<file path="config.mk">
export PLATFORM = sky130hd
export DESIGN_NAME = wbxbc_pipe_slice
export DESIGN_NICKNAME = d
export VERILOG_FILES = /design/src/rtl/wbxbc_pipe_slice.sv
export SDC_FILE = /design/constraint.sdc
export NUM_CORES = 1
export LEC_CHECK = 0
export CORE_ASPECT_RATIO = 2
export CORE_MARGIN = 2
export CORE_UTILIZATION = 51
export CTS_BUF_LIST = sky130_fd_sc_hd__clkbuf_8
export CTS_CLUSTER_DIAMETER = 100
export CTS_CLUSTER_SIZE = 40
export DETAILED_ROUTE_END_ITERATION = 7
export PLACE_DENSITY = 0.89
export SKIP_CTS_REPAIR_TIMING = 1
export SYNTH_ARGS = -nofsm -noshare
export SYNTH_HDL_FRONTEND = slang
export SYNTH_SLANG_ARGS = --single-unit
</file>
<file path="constraint.sdc">
create_clock -name clk_i -period 3.5 [get_ports clk_i]
set_clock_uncertainty 0.05 [all_clocks]
set_input_delay 0.35 -clock clk_i [delete_from_list [all_inputs] [get_ports clk_i]]
set_output_delay 0.35 -clock clk_i [all_outputs]
set_load 0.01 [all_outputs]
</file>
<file path="src/rtl/wbxbc_pipe_slice.sv">
// Pipelined Wishbone register slice: 2-entry skid buffer on requests,
// one flop on responses, outstanding-request cap and CYC abort handling.
module wbxbc_pipe_slice #(
  parameter int ADR_WIDTH  = 16,
  parameter int DAT_WIDTH  = 16,
  parameter int SEL_WIDTH  = 2,
  parameter int TGA_WIDTH  = 1,
  parameter int TGC_WIDTH  = 1,
  parameter int TGRD_WIDTH = 1,
  parameter int TGWD_WIDTH = 1,
  parameter int OUT_DEPTH  = 4
) (
  input  logic                  clk_i,
  input  logic                  async_rst_i,
  input  logic                  sync_rst_i,
  input  logic                  itr_cyc_i,
  input  logic                  itr_stb_i,
  input  logic                  itr_we_i,
  input  logic                  itr_lock_i,
  input  logic [SEL_WIDTH-1:0]  itr_sel_i,
  input  logic [ADR_WIDTH-1:0]  itr_adr_i,
  input  logic [DAT_WIDTH-1:0]  itr_dat_i,
  input  logic [TGA_WIDTH-1:0]  itr_tga_i,
  input  logic [TGC_WIDTH-1:0]  itr_tgc_i,
  input  logic [TGWD_WIDTH-1:0] itr_tgd_i,
  output logic                  itr_ack_o,
  output logic                  itr_err_o,
  output logic                  itr_rty_o,
  output logic                  itr_stall_o,
  output logic [DAT_WIDTH-1:0]  itr_dat_o,
  output logic [TGRD_WIDTH-1:0] itr_tgd_o,
  output logic                  tgt_cyc_o,
  output logic                  tgt_stb_o,
  output logic                  tgt_we_o,
  output logic                  tgt_lock_o,
  output logic [SEL_WIDTH-1:0]  tgt_sel_o,
  output logic [ADR_WIDTH-1:0]  tgt_adr_o,
  output logic [DAT_WIDTH-1:0]  tgt_dat_o,
  output logic [TGA_WIDTH-1:0]  tgt_tga_o,
  output logic [TGC_WIDTH-1:0]  tgt_tgc_o,
  output logic [TGWD_WIDTH-1:0] tgt_tgd_o,
  input  logic                  tgt_ack_i,
  input  logic                  tgt_err_i,
  input  logic                  tgt_rty_i,
  input  logic                  tgt_stall_i,
  input  logic [DAT_WIDTH-1:0]  tgt_dat_i,
  input  logic [TGRD_WIDTH-1:0] tgt_tgd_i
);

  localparam int OW = $clog2(OUT_DEPTH + 1);
  localparam int PW = 2 + SEL_WIDTH + ADR_WIDTH + DAT_WIDTH
                    + TGA_WIDTH + TGC_WIDTH + TGWD_WIDTH;

  logic [PW-1:0] ent0, ent1, ent0_n, ent1_n, pld;
  logic [1:0]    buf_cnt, buf_n;
  logic [OW-1:0] out_cnt, out_n;
  logic [OW:0]   sum_n;
  logic          acc, pop, abort, term, hit, stall_n;
  logic          head_lock, lock_last;

  assign pld = {itr_we_i, itr_lock_i, itr_sel_i, itr_adr_i,
                itr_dat_i, itr_tga_i, itr_tgc_i, itr_tgd_i};

  assign {tgt_we_o, head_lock, tgt_sel_o, tgt_adr_o,
          tgt_dat_o, tgt_tga_o, tgt_tgc_o, tgt_tgd_o} = ent0;

  assign tgt_stb_o = (buf_cnt != 2'd0);
  assign acc   = itr_cyc_i & itr_stb_i & ~itr_stall_o;
  assign pop   = tgt_stb_o & ~tgt_stall_i;
  assign abort = ~itr_cyc_i & (tgt_stb_o | (out_cnt != '0));
  assign term  = tgt_ack_i | tgt_err_i | tgt_rty_i;
  // a termination only belongs to us if something is (or is just being) issued
  assign hit   = term & ((out_cnt != '0) | pop) & ~abort;

  assign tgt_lock_o = tgt_stb_o ? head_lock : (tgt_cyc_o & lock_last);

  always_comb begin
    ent0_n = ent0;
    ent1_n = ent1;
    buf_n  = buf_cnt;
    out_n  = out_cnt;
    if (pop) begin
      ent0_n = ent1;
      buf_n  = buf_n - 2'd1;
    end
    if (acc) begin
      if (buf_n == 2'd0) ent0_n = pld;
      else               ent1_n = pld;
      buf_n = buf_n + 2'd1;
    end
    if (pop & ~hit)      out_n = out_cnt + OW'(1);
    else if (hit & ~pop) out_n = out_cnt - OW'(1);
    if (abort) begin
      buf_n = '0;
      out_n = '0;
    end
    sum_n   = {1'b0, out_n} + (OW+1)'(buf_n);
    stall_n = (buf_n == 2'd2) | (sum_n >= (OW+1)'(OUT_DEPTH));
  end

  always_ff @(posedge clk_i or posedge async_rst_i) begin
    if (async_rst_i) begin
      ent0        <= '0;
      ent1        <= '0;
      buf_cnt     <= '0;
      out_cnt     <= '0;
      itr_stall_o <= 1'b0;
      tgt_cyc_o   <= 1'b0;
      lock_last   <= 1'b0;
      itr_ack_o   <= 1'b0;
      itr_err_o   <= 1'b0;
      itr_rty_o   <= 1'b0;
      itr_dat_o   <= '0;
      itr_tgd_o   <= '0;
    end else if (sync_rst_i) begin
      ent0        <= '0;
      ent1        <= '0;
      buf_cnt     <= '0;
      out_cnt     <= '0;
      itr_stall_o <= 1'b0;
      tgt_cyc_o   <= 1'b0;
      lock_last   <= 1'b0;
      itr_ack_o   <= 1'b0;
      itr_err_o   <= 1'b0;
      itr_rty_o   <= 1'b0;
      itr_dat_o   <= '0;
      itr_tgd_o   <= '0;
    end else begin
      ent0        <= ent0_n;
      ent1        <= ent1_n;
      buf_cnt     <= buf_n;
      out_cnt     <= out_n;
      itr_stall_o <= stall_n;
      tgt_cyc_o   <= (itr_cyc_i | tgt_stb_o | (out_cnt != '0)) & ~abort;
      if (tgt_stb_o) lock_last <= head_lock;
      itr_err_o   <= hit & tgt_err_i;
      itr_rty_o   <= hit & tgt_rty_i & ~tgt_err_i;
      itr_ack_o   <= hit & tgt_ack_i & ~tgt_err_i & ~tgt_rty_i;
      if (hit) begin
        itr_dat_o <= tgt_dat_i;
        itr_tgd_o <= tgt_tgd_i;
      end
    end
  end

endmodule

</file>
Figure 1. Track usage over the die (run 1).
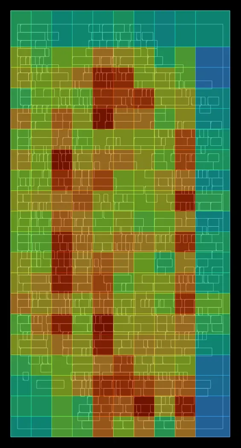
GR Util met3: 5.72%
aggregate global-route resource usage: 24.9%
final core occ: 66.0%
drt wl/cell: 18.2 um
busiest grt layer: met2

Figure 2. Placed cells, one color a class (run 1).
(3 px per um) Fill, decap, tap and diode cells in gray.
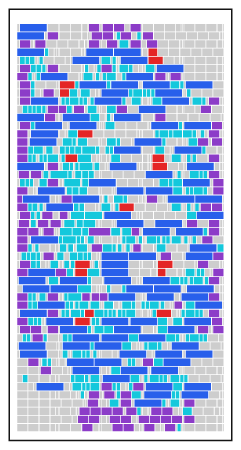
| color | class | cells |
|---|---|---|
| purple | remaining buffers and delay cells | 135 |
| red | clock drivers and dummy loads | 16 |
| cyan | remaining logic cells | 327 |
| blue | registers | 106 |
flop share of the area: 42.8%
Core Rows: 50
core area: 0.00938 mm2
cell area after layout: 0.00620 mm2

Figure 3. Met3 routing (run 1).
(4 px per um)
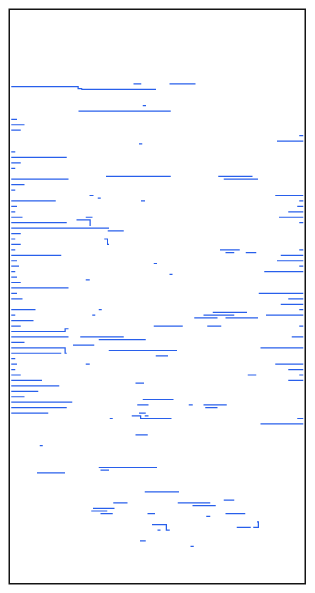
wire length on this layer: 725 um
share of all routed wire: 5.8%
main direction: horizontal
longest straight run: 24.1 um
WL final: 12.5 mm
via count: 4096

==> results.sh, run 1 <==
# flow metrics
export IMPL_fillers=720
export IMPL_cpMaxStageDelayCell="nor2_4"
export IMPL_clock_area_share_pct=3.09
export IMPL_min_period_ns=2.90
export IMPL_largest_cell_class="registers"
export IMPL_n_all_inverters=8
export IMPL_finalClockPeriodUsage_pct=82.8
export IMPL_syn_area_mm2=0.00495
export IMPL_cts_tree="yes"
export IMPL_tightest_slew_ns=0.944
export IMPL_slowest_delay_ns=0.73
export IMPL_ff_count=106
export IMPL_crit_top_cell="ha_1"
export IMPL_synth_async_reset_ratio_pct=100
export IMPL_clockPowerShare_pct=17.0
export IMPL_dp_hpwl_mm=8.54
export IMPL_drive_above_1_share_pct=7.02
export IMPL_io_pins=127
export IMPL_grt_util_met1_pct=28.9
export IMPL_power_group_top="combinational logic"
export IMPL_cp_depth=8
export IMPL_relSlewSlack_pct=36.9
export IMPL_root_buffer="clkbuf_8"
export IMPL_yosys_stat_cells=503
export IMPL_mux_area_share_pct=0
export IMPL_power_uw=4370
export IMPL_dr_wl_met2_mm=6.67
export IMPL_n_all_buffers=135
export IMPL_grt_pass1_vias=4240
export IMPL_diodes=0
export IMPL_r2r_start="buf_cnt[1]"
export IMPL_ys_top_cells_by_count="123 x nand2_1, 106 x dfrtp_1, 47 x nor2_1"
export IMPL_hold_path_class="input port to asynchronous set/reset pin"
export IMPL_setup_ws_ns=0.602
export IMPL_ir_drop_mv=0.438
export IMPL_dr_first_iter_drc_count=291
export IMPL_status="finished, final reports clean"
export IMPL_fmax_mhz=345
export IMPL_cts_buffers=9
export IMPL_pre_cts_slack_ns=0.549
export IMPL_h_tree_depth=3
export IMPL_tap_cells=104
export IMPL_seq_area_mm2=0.00265
export IMPL_final_nets=650
export IMPL_top_logic_kind="AND-OR/OR-AND gates"
export IMPL_whs_ns=0.428
export IMPL_p_clk_uw=743
export IMPL_final_cell_mix="125 x clkdlybuf4s50_1, 122 x nand2_1, 106 x dfrtp_1, 46 x nor2_1, 40 x a311oi_1"
export IMPL_finalSetupViolations=0
export IMPL_synthAoiAreaFrac_pct=18.3
export IMPL_pg_comb_uw=1950
export IMPL_stdcell_count=688
export IMPL_maxSlewViolCount=0
export IMPL_io_buffers=126
export IMPL_place_inst=672
export IMPL_grt_antenna_before_repair=0
export IMPL_clkbuf_count=9
export IMPL_critPathMaxFanout=39
export IMPL_synth_edff_count=0
export IMPL_cp_endpoint="ent1[37]"
export IMPL_buf_share_pct=21.6
export IMPL_rsz0062_at_grt="no"
export IMPL_logic_area_mm2=0.00185
export IMPL_power_frac_seq_pct=38.5
export IMPL_reg2regPathDepth=8
export IMPL_grt_overflow=0
export IMPL_comb_power_share_pct=44.5
export IMPL_hold_violations=0
export IMPL_netlist_instances=503
export IMPL_worst_path_dominant_cell_family="simple AND/OR/NAND/NOR gates"
export IMPL_grt_max_degree=79
export IMPL_floorplan_nets=574
export IMPL_cp_arrival_ns=3.16
export IMPL_layout_top_cell="clkdlybuf4s50_1"
export IMPL_ys_area_mm2=0.00495
export IMPL_startpoint_type="flip-flop"
export IMPL_comb_share_pct=29.9
export IMPL_flop_cell="dfrtp_1"
export IMPL_crit_buf_inv=1
export IMPL_worstSkewPairLatency_ns=0.38
export IMPL_simple_gate_share_pct=16.9
export IMPL_reg2reg_slack_ns=0.60
export IMPL_power_sequential_uw=1690
export IMPL_post_route_drc_count=0
export IMPL_grtUsageMet2_pct=42.4
export IMPL_clk_path_buf_depth=2
export IMPL_m1WireLength_mm=4.64
export IMPL_met3WireLength_um=724
==> run 1 -> run 2 <==
==> constraint.sdc (replaced) <==
create_clock -name clk_i -period 2.8 [get_ports clk_i]
set_clock_uncertainty 0.05 [all_clocks]
set_input_delay 0.28 -clock clk_i [delete_from_list [all_inputs] [get_ports clk_i]]
set_output_delay 0.28 -clock clk_i [all_outputs]
set_load 0.01 [all_outputs]
Figure 4. Track usage over the die (run 2).
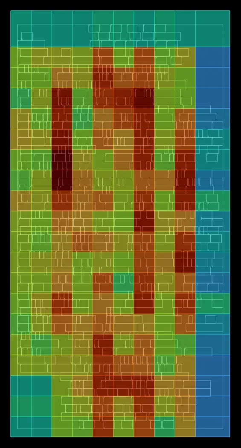
GR Util met3: 6.42%
met1 Track Usage GR: 29.6%
aggregate global-route resource usage: 24.9%

==> run 2 against run 1 <==
  * Hold slack worse by 0.25 ns
  * First-iteration DRC count rose by 40%
  * Combinational power is 26% higher
  * Sequential power up 24%
  * Via count is 1.4% lower
  * Die size stayed put
  * Non-clock buffer count increased by 4
  * Core utilization grew 0.63 points
  * Final cell count increased by 0.44%
  * Synthesized area did not move
  * Largest cell class unchanged
  * Highest routed layer unchanged
==> results.sh, run 2 <==
# flow metrics
export IMPL_clk_path_buf_depth=2
export IMPL_dr_wl_met2_mm=6.52
export IMPL_io_pins=127
export IMPL_power_group_top="combinational logic"
export IMPL_cpMaxStageDelayCell="or3b_2"
export IMPL_grt_busiest_layer="met2"
export IMPL_grt_antenna_before_repair=0
export IMPL_grt_max_degree=107
export IMPL_grt_overflow=0
export IMPL_synth_edff_count=0
export IMPL_stdcell_count=691
export IMPL_layout_top_cell="clkdlybuf4s50_1"
export IMPL_status="finished, final reports clean"
export IMPL_netlist_instances=503
export IMPL_comb_share_pct=29.6
export IMPL_sh_seq_area_pct=42.4
export IMPL_worstSkewPairLatency_ns=0.37
export IMPL_mux_area_share_pct=0
export IMPL_flop_cell="dfrtp_1"
export IMPL_met3WireLength_um=717
export IMPL_post_route_drc_count=0
export IMPL_finalClockPeriodUsage_pct=91.1
export IMPL_startpoint_type="flip-flop"
export IMPL_r2r_start="buf_cnt[1]"
export IMPL_whs_ns=0.177
export IMPL_n_all_inverters=8
export IMPL_grt_pass1_vias=4253
export IMPL_fillers=724
export IMPL_relSlewSlack_pct=58.8
export IMPL_power_sequential_uw=2100
export IMPL_comb_power_share_pct=44.4
export IMPL_rows=50
export IMPL_rsz0062_at_grt="no"
export IMPL_tap_cells=104
export IMPL_power_uw=5530
export IMPL_maxSlewViolCount=0
export IMPL_synthAoiAreaFrac_pct=18.3
export IMPL_simple_gate_share_pct=16.9
export IMPL_yosys_stat_cells=503
export IMPL_crit_top_cell="ha_1"
export IMPL_ys_area_mm2=0.00495
export IMPL_dp_hpwl_mm=8.44
export IMPL_dr_first_iter_drc_count=407
export IMPL_fp_coreArea_mm2=0.00938
export IMPL_reg2regPathDepth=11
export IMPL_drive_above_1_share_pct=7.33
export IMPL_hold_path_class="input port to flip-flop"
export IMPL_slowest_delay_ns=0.52
export IMPL_largest_cell_class="registers"
export IMPL_place_inst=676
export IMPL_p_clk_uw=970
export IMPL_vias=4038
export IMPL_logic_area_mm2=0.00185
export IMPL_wl_per_cell_um=17.8
export IMPL_cp_depth=11
export IMPL_final_nets=654
export IMPL_root_buffer="clkbuf_8"
Power figures rest on the tool's default switching activity, not on a simulated workload.
